File: config.mk
export PLATFORM = sky130hd
export DESIGN_NAME = fir_result_fifo_flat
export DESIGN_NICKNAME = d
export VERILOG_FILES = /design/src/rtl/fir_result_fifo_if.sv /design/src/rtl/fir_result_fifo.sv /design/src/flat_wrapper.sv
export SDC_FILE = /design/constraint.sdc
export NUM_CORES = 1
export LEC_CHECK = 0
export CELL_PAD_IN_SITES_DETAIL_PLACEMENT = 1
export CELL_PAD_IN_SITES_GLOBAL_PLACEMENT = 1
export CORE_ASPECT_RATIO = 0.9
export CORE_MARGIN = 2
export CORE_UTILIZATION = 42
export CTS_CLUSTER_SIZE = 8
export DETAILED_ROUTE_END_ITERATION = 10
export PLACE_DENSITY_LB_ADDON = 0.1
export SYNTH_ARGS = -nofsm -noshare
export SYNTH_HDL_FRONTEND = slang
export SYNTH_SLANG_ARGS = --single-unit
File: constraint.sdc
create_clock -name clk -period 4 [get_ports clk]
set_input_delay 0.4 -clock clk [delete_from_list [all_inputs] [get_ports clk]]
set_output_delay 0.4 -clock clk [all_outputs]
set_load 0.01 [all_outputs]
File: src/rtl/fir_result_fifo_if.sv
// Handshake bundle between the FIR accelerator, the result FIFO and its consumer.
// The master side drives the producer and consumer inputs; the slave side is the FIFO.
interface fir_result_fifo_if #(
    parameter int DATA_WIDTH = 16,
    parameter int DEPTH      = 8,
    parameter int DROP_WIDTH = 16
);
    localparam int PTR_WIDTH = $clog2(DEPTH);

    logic signed [DATA_WIDTH-1:0] macResult;
    logic                         resultIsValid;
    logic signed [DATA_WIDTH-1:0] outData;
    logic                         outValid;
    logic                         outReady;
    logic [PTR_WIDTH:0]           count;
    logic                         full;
    logic                         empty;
    logic                         overflow;
    logic                         clearOverflow;
    logic [DROP_WIDTH-1:0]        dropCount;

    modport master (
        output macResult, resultIsValid, outReady, clearOverflow,
        input  outData, outValid, count, full, empty, overflow, dropCount
    );

    modport slave (
        input  macResult, resultIsValid, outReady, clearOverflow,
        output outData, outValid, count, full, empty, overflow, dropCount
    );
endinterface

File: src/rtl/fir_result_fifo.sv
// Show-ahead circular result buffer behind the FIR accelerator; drops on full
// (the FIR cannot be stalled) and keeps a sticky overflow flag plus a saturating drop count.
module fir_result_fifo #(
    parameter int DATA_WIDTH = 16,
    parameter int DEPTH      = 8,
    parameter int DROP_WIDTH = 16
) (
    input  logic              clk,
    input  logic              rstN,
    fir_result_fifo_if.slave  bus
);
    localparam int PTR_WIDTH = $clog2(DEPTH);
    localparam int CNT_WIDTH = PTR_WIDTH + 1;

    logic [DATA_WIDTH-1:0] mem_q [DEPTH];

    logic [PTR_WIDTH-1:0]  wr_ptr_q,   wr_ptr_d;
    logic [PTR_WIDTH-1:0]  rd_ptr_q,   rd_ptr_d;
    logic [CNT_WIDTH-1:0]  count_q,    count_d;
    logic                  full_q,     full_d;
    logic                  empty_q,    empty_d;
    logic                  out_valid_q, out_valid_d;
    logic [DATA_WIDTH-1:0] out_data_q, out_data_d;
    logic                  overflow_q, overflow_d;
    logic [DROP_WIDTH-1:0] drop_cnt_q, drop_cnt_d;

    logic push_s;
    logic pop_s;
    logic drop_s;

    // Next-state computation for pointers, occupancy, head register and overflow tracking.
    always_comb begin
        pop_s  = out_valid_q && bus.outReady;
        push_s = bus.resultIsValid && (!full_q || pop_s);
        drop_s = bus.resultIsValid && full_q && !pop_s;

        wr_ptr_d = push_s ? (wr_ptr_q + PTR_WIDTH'(1)) : wr_ptr_q;
        rd_ptr_d = pop_s  ? (rd_ptr_q + PTR_WIDTH'(1)) : rd_ptr_q;

        case ({push_s, pop_s})
            2'b10:   count_d = count_q + CNT_WIDTH'(1);
            2'b01:   count_d = count_q - CNT_WIDTH'(1);
            default: count_d = count_q;
        endcase

        full_d      = (count_d == CNT_WIDTH'(DEPTH));
        empty_d     = (count_d == CNT_WIDTH'(0));
        out_valid_d = !empty_d;

        // The slot being written this edge is not yet in mem_q, so forward it when it becomes the head.
        if (push_s && (wr_ptr_q == rd_ptr_d)) begin
            out_data_d = bus.macResult;
        end else begin
            out_data_d = mem_q[rd_ptr_d];
        end

        if (drop_s) begin
            overflow_d = 1'b1;
            if (bus.clearOverflow) begin
                drop_cnt_d = DROP_WIDTH'(1);
            end else if (drop_cnt_q == {DROP_WIDTH{1'b1}}) begin
                drop_cnt_d = drop_cnt_q;
            end else begin
                drop_cnt_d = drop_cnt_q + DROP_WIDTH'(1);
            end
        end else if (bus.clearOverflow) begin
            overflow_d = 1'b0;
            drop_cnt_d = DROP_WIDTH'(0);
        end else begin
            overflow_d = overflow_q;
            drop_cnt_d = drop_cnt_q;
        end
    end

    // Sample storage; contents are don't-care after reset so it carries no reset.
    always_ff @(posedge clk) begin
        if (push_s) begin
            mem_q[wr_ptr_q] <= bus.macResult;
        end
    end

    // Control and output registers with asynchronous clear.
    always_ff @(posedge clk or negedge rstN) begin
        if (!rstN) begin
            wr_ptr_q    <= PTR_WIDTH'(0);
            rd_ptr_q    <= PTR_WIDTH'(0);
            count_q     <= CNT_WIDTH'(0);
            full_q      <= 1'b0;
            empty_q     <= 1'b1;
            out_valid_q <= 1'b0;
            out_data_q  <= DATA_WIDTH'(0);
            overflow_q  <= 1'b0;
            drop_cnt_q  <= DROP_WIDTH'(0);
        end else begin
            wr_ptr_q    <= wr_ptr_d;
            rd_ptr_q    <= rd_ptr_d;
            count_q     <= count_d;
            full_q      <= full_d;
            empty_q     <= empty_d;
            out_valid_q <= out_valid_d;
            out_data_q  <= out_data_d;
            overflow_q  <= overflow_d;
            drop_cnt_q  <= drop_cnt_d;
        end
    end

    assign bus.outData   = out_data_q;
    assign bus.outValid  = out_valid_q;
    assign bus.count     = count_q;
    assign bus.full      = full_q;
    assign bus.empty     = empty_q;
    assign bus.overflow  = overflow_q;
    assign bus.dropCount = drop_cnt_q;
endmodule

File: src/flat_wrapper.sv
// flat-port wrapper written by rule: the top's interface ports become plain ports
module fir_result_fifo_flat 
#(
    parameter int DATA_WIDTH = 16,
    parameter int DEPTH      = 8,
    parameter int DROP_WIDTH = 16
)
  (clk, rstN, bus_macResult, bus_resultIsValid, bus_outReady, bus_clearOverflow, bus_outData, bus_outValid, bus_count, bus_full, bus_empty, bus_overflow, bus_dropCount);
  fir_result_fifo_if #(.DATA_WIDTH(DATA_WIDTH), .DEPTH(DEPTH), .DROP_WIDTH(DROP_WIDTH)) bus_i ();
  input  logic clk;
  input  logic rstN;
  input wire logic [$bits(bus_i.macResult)-1:0] bus_macResult;
  input wire logic [$bits(bus_i.resultIsValid)-1:0] bus_resultIsValid;
  input wire logic [$bits(bus_i.outReady)-1:0] bus_outReady;
  input wire logic [$bits(bus_i.clearOverflow)-1:0] bus_clearOverflow;
  output wire logic [$bits(bus_i.outData)-1:0] bus_outData;
  output wire logic [$bits(bus_i.outValid)-1:0] bus_outValid;
  output wire logic [$bits(bus_i.count)-1:0] bus_count;
  output wire logic [$bits(bus_i.full)-1:0] bus_full;
  output wire logic [$bits(bus_i.empty)-1:0] bus_empty;
  output wire logic [$bits(bus_i.overflow)-1:0] bus_overflow;
  output wire logic [$bits(bus_i.dropCount)-1:0] bus_dropCount;
  assign bus_i.macResult = bus_macResult;
  assign bus_i.resultIsValid = bus_resultIsValid;
  assign bus_i.outReady = bus_outReady;
  assign bus_i.clearOverflow = bus_clearOverflow;
  assign bus_outData = bus_i.outData;
  assign bus_outValid = bus_i.outValid;
  assign bus_count = bus_i.count;
  assign bus_full = bus_i.full;
  assign bus_empty = bus_i.empty;
  assign bus_overflow = bus_i.overflow;
  assign bus_dropCount = bus_i.dropCount;
  fir_result_fifo #(.DATA_WIDTH(DATA_WIDTH), .DEPTH(DEPTH), .DROP_WIDTH(DROP_WIDTH)) u_core (.clk(clk), .rstN(rstN), .bus(bus_i));
endmodule
==> job_summary.md <==
### Metrics collected by this job

| Metric | Value |
|---|---|
| Crit path DAT | `3.40 ns` |
| Post-synthesis sequential area ratio | `69.5%` |
| P&R area growth vs syn | `20.8%` |
| CP top delay family | `buffers and inverters` |
| Slowest CP cell | `clkdlybuf4s50_1` |
| Synth Net Count | `roughly 500` |
| Maximum clock rate | `324 MHz` |
| Latest clock arrival within the worst-skew pair | `about 0.43 ns` |
| CP Class | `in2reg` |
| Clock tree root buffer cell | `clkbuf_16` |
| GPL Wtd Cong | `0.782` |
| Chip Area, Yosys | `7190 µm²` |
| CP Max Fanout | `7` |
| Yosys warns | `0` |
| GRT Util Overall | `19.0%` |
| Commonest Layout Cell | `edfxtp_1` |
| Max Root-Sink Buffers | `2` |
| Max VDD drop | `0.000488 V` |
| Via density | `around 5.5` |
| Vias in the first global route | `around 4400` |
| Largest net degree at the start of global routing | `between 40 and 50` |
| Post-CTS setup buffers | `0` |
| Period utilisation layout | `between 70% and 80%` |
| Clk sinks | `about 170` |
| Status | `complete, no violations` |
| Layout Skew | `roughly 0.011 ns` |
| IO buf count | `60` |
| Final ANT Viol Nets | `0` |
| Synth cell count leaders | `128 x edfxtp_1, 62 x mux2i_1, 45 x dfrtp_1` |
| Nets@finish | `581` |
| Routed wire length | `16200 µm` |
| Crit-path cells | `clkdlybuf4s50_1, a21boi_0, nor2_1, clkinv_1, ha_1, xor2_1, ha_1, a21oi_1, xnor2_1, nand2b_1, xor2_1, inv_1, nor4_1` |
| Routed WL per cell | `20.9 µm` |
| # diodes | `0` |
| WP data required | `4.31 ns` |
| Synth Instances | `between 400 and 500` |
| Top_reg_cell synth | `edfxtp_1` |
| RSZ-0062 raised after global routing | `no` |
| Synth Register Bits | `174` |
| Starting DRC count in detailed routing | `234` |
| Max cap viols | `0` |
## path summary, 6_finish.rpt
path,from,to,depth (start not counted)
worst min register to register,u_core.bus.overflow$_DFFE_PN0P_,u_core.bus.overflow$_DFFE_PN0P_,2
worst max-delay path,bus_outReady,u_core.bus.full$_DFF_PN0_,13
min in group clk,u_core.bus.overflow$_DFFE_PN0P_,u_core.bus.overflow$_DFFE_PN0P_,2
worst min-delay path,rstN,u_core.bus.full$_DFF_PN0_,2
max in group asynchronous,rstN,u_core.bus.outData[11]$_DFF_PN0_,2
worst max register to register,u_core.bus.outValid$_DFF_PN0_,u_core.bus.full$_DFF_PN0_,12
## flip-flops by register name, indices dropped and copies added (netlist names)
register and count:
u_core.bus.empty 1, u_core.bus.outValid 1, u_core.wr_ptr_q 3, u_core.bus.dropCount 16
u_core.bus.outData 16, u_core.bus.full 1, u_core.mem_q 128, u_core.rd_ptr_q 3
u_core.bus.count 4, u_core.bus.overflow 1
## where the power goes
group | internal, µW | switching (µW)
logic | 1130 | 1330
registers | 2320 | 194
clock network | 921 | 697
## layer usage
layer / share of wire (%) / wire (µm) / GRT usage, % / vias up
met5: 0 / 0 / 0 / -
met4: 1.1 / 186 / 6.53 / 0
met3: 4.7 / 760 / 3.88 / 19
met2: 49 / 8000 / 31.8 / 95
met1: 45 / 7270 / 25.0 / 2195
li1: - / - / - / 1975
## final cells by class
| cell class | instances | area, µm² | share of cell area [%] |
|---|---|---|---|
| multi-input combinational | 270 | 2070 | 23.8 |
| clock buffer | 19 | 433 | 4.98 |
| inverter | 13 | 51.3 | 0.591 |
| tap | 211 | 264 | 3.04 |
| clock inverter | 13 | 140 | 1.61 |
| sequential | 174 | 5000 | 57.5 |
| timing repair buffer | 78 | 731 | 8.41 |
## cells by family (layout without fill, tap and decap cells)
group,after synthesis,count (layout),share of synthesized area (%)
and+or+nand+nor,95,95,6.54
AOI/OAI and AO/OA,79,79,8.07
xor gates and xnor gates,23,23,3.10
DFF,174,174,69.5
adders and majority gates,6,6,1.04
muxes,67,67,9.41
buffers and inverters,34,123,2.37
## worst register-to-register path, stage by stage (launching register included)
cell,delay (ns)
dfrtp_1,0.48
a21boi_0,0.26
nor2_1,0.30
clkinv_1,0.16
ha_1,0.29
xor2_1,0.19
ha_1,0.18
a21oi_1,0.14
xnor2_1,0.14
nand2b_1,0.09
xor2_1,0.22
inv_1,0.10
nor4_1,0.33
## through the flow
step	worst slack, ns	hold slack (ns)	instances	utilization (%)	power [µW]
after floorplan	0.845	0.104	478	-	4170
after global placement	0.739	0.510	746	48.2	4950
after detailed placement	0.463	0.532	746	48.2	5020
after CTS	0.897	0.118	778	51.6	6660
after global routing	0.682	0.149	778	51.6	6930
final	0.913	0.106	778	51.6	6580
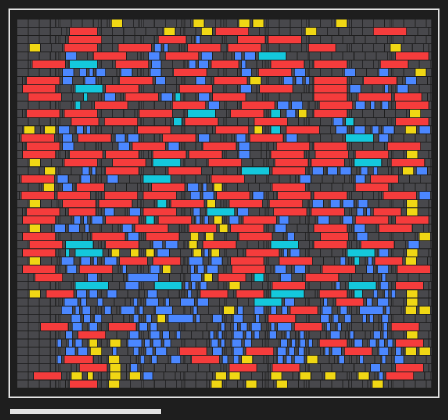
class_map.png
Scale bar: 50 µm. Fill, decap, tap and diode cells in grey.
legend:
  red:
    class: sequential cells
    cells: 174
    share_of_their_area: 59%
  blue:
    class: remaining logic cells
    cells: 283
    share_of_their_area: 25%
  cyan:
    class: clock drivers and dummy loads
    cells: 32
    share_of_their_area: 6.8%
  yellow:
    class: remaining buffers and delay cells
    cells: 78
    share_of_their_area: 8.7%
sequential cell area share: 57.5%
post-route cell area: 8680 µm²
row count: 45
core area: 16800 µm²

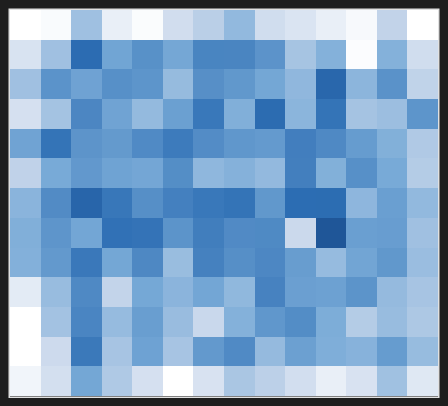
util_map.png
14 x 13 tiles, from white (low) to dark blue (high), 0 to 100% covered.
mean over tiles: 46%
nearly empty tiles: 3.3%
tiles over 75% full: 3.8%
fullest tile: 85%

Power and IR drop assume default switching activity.
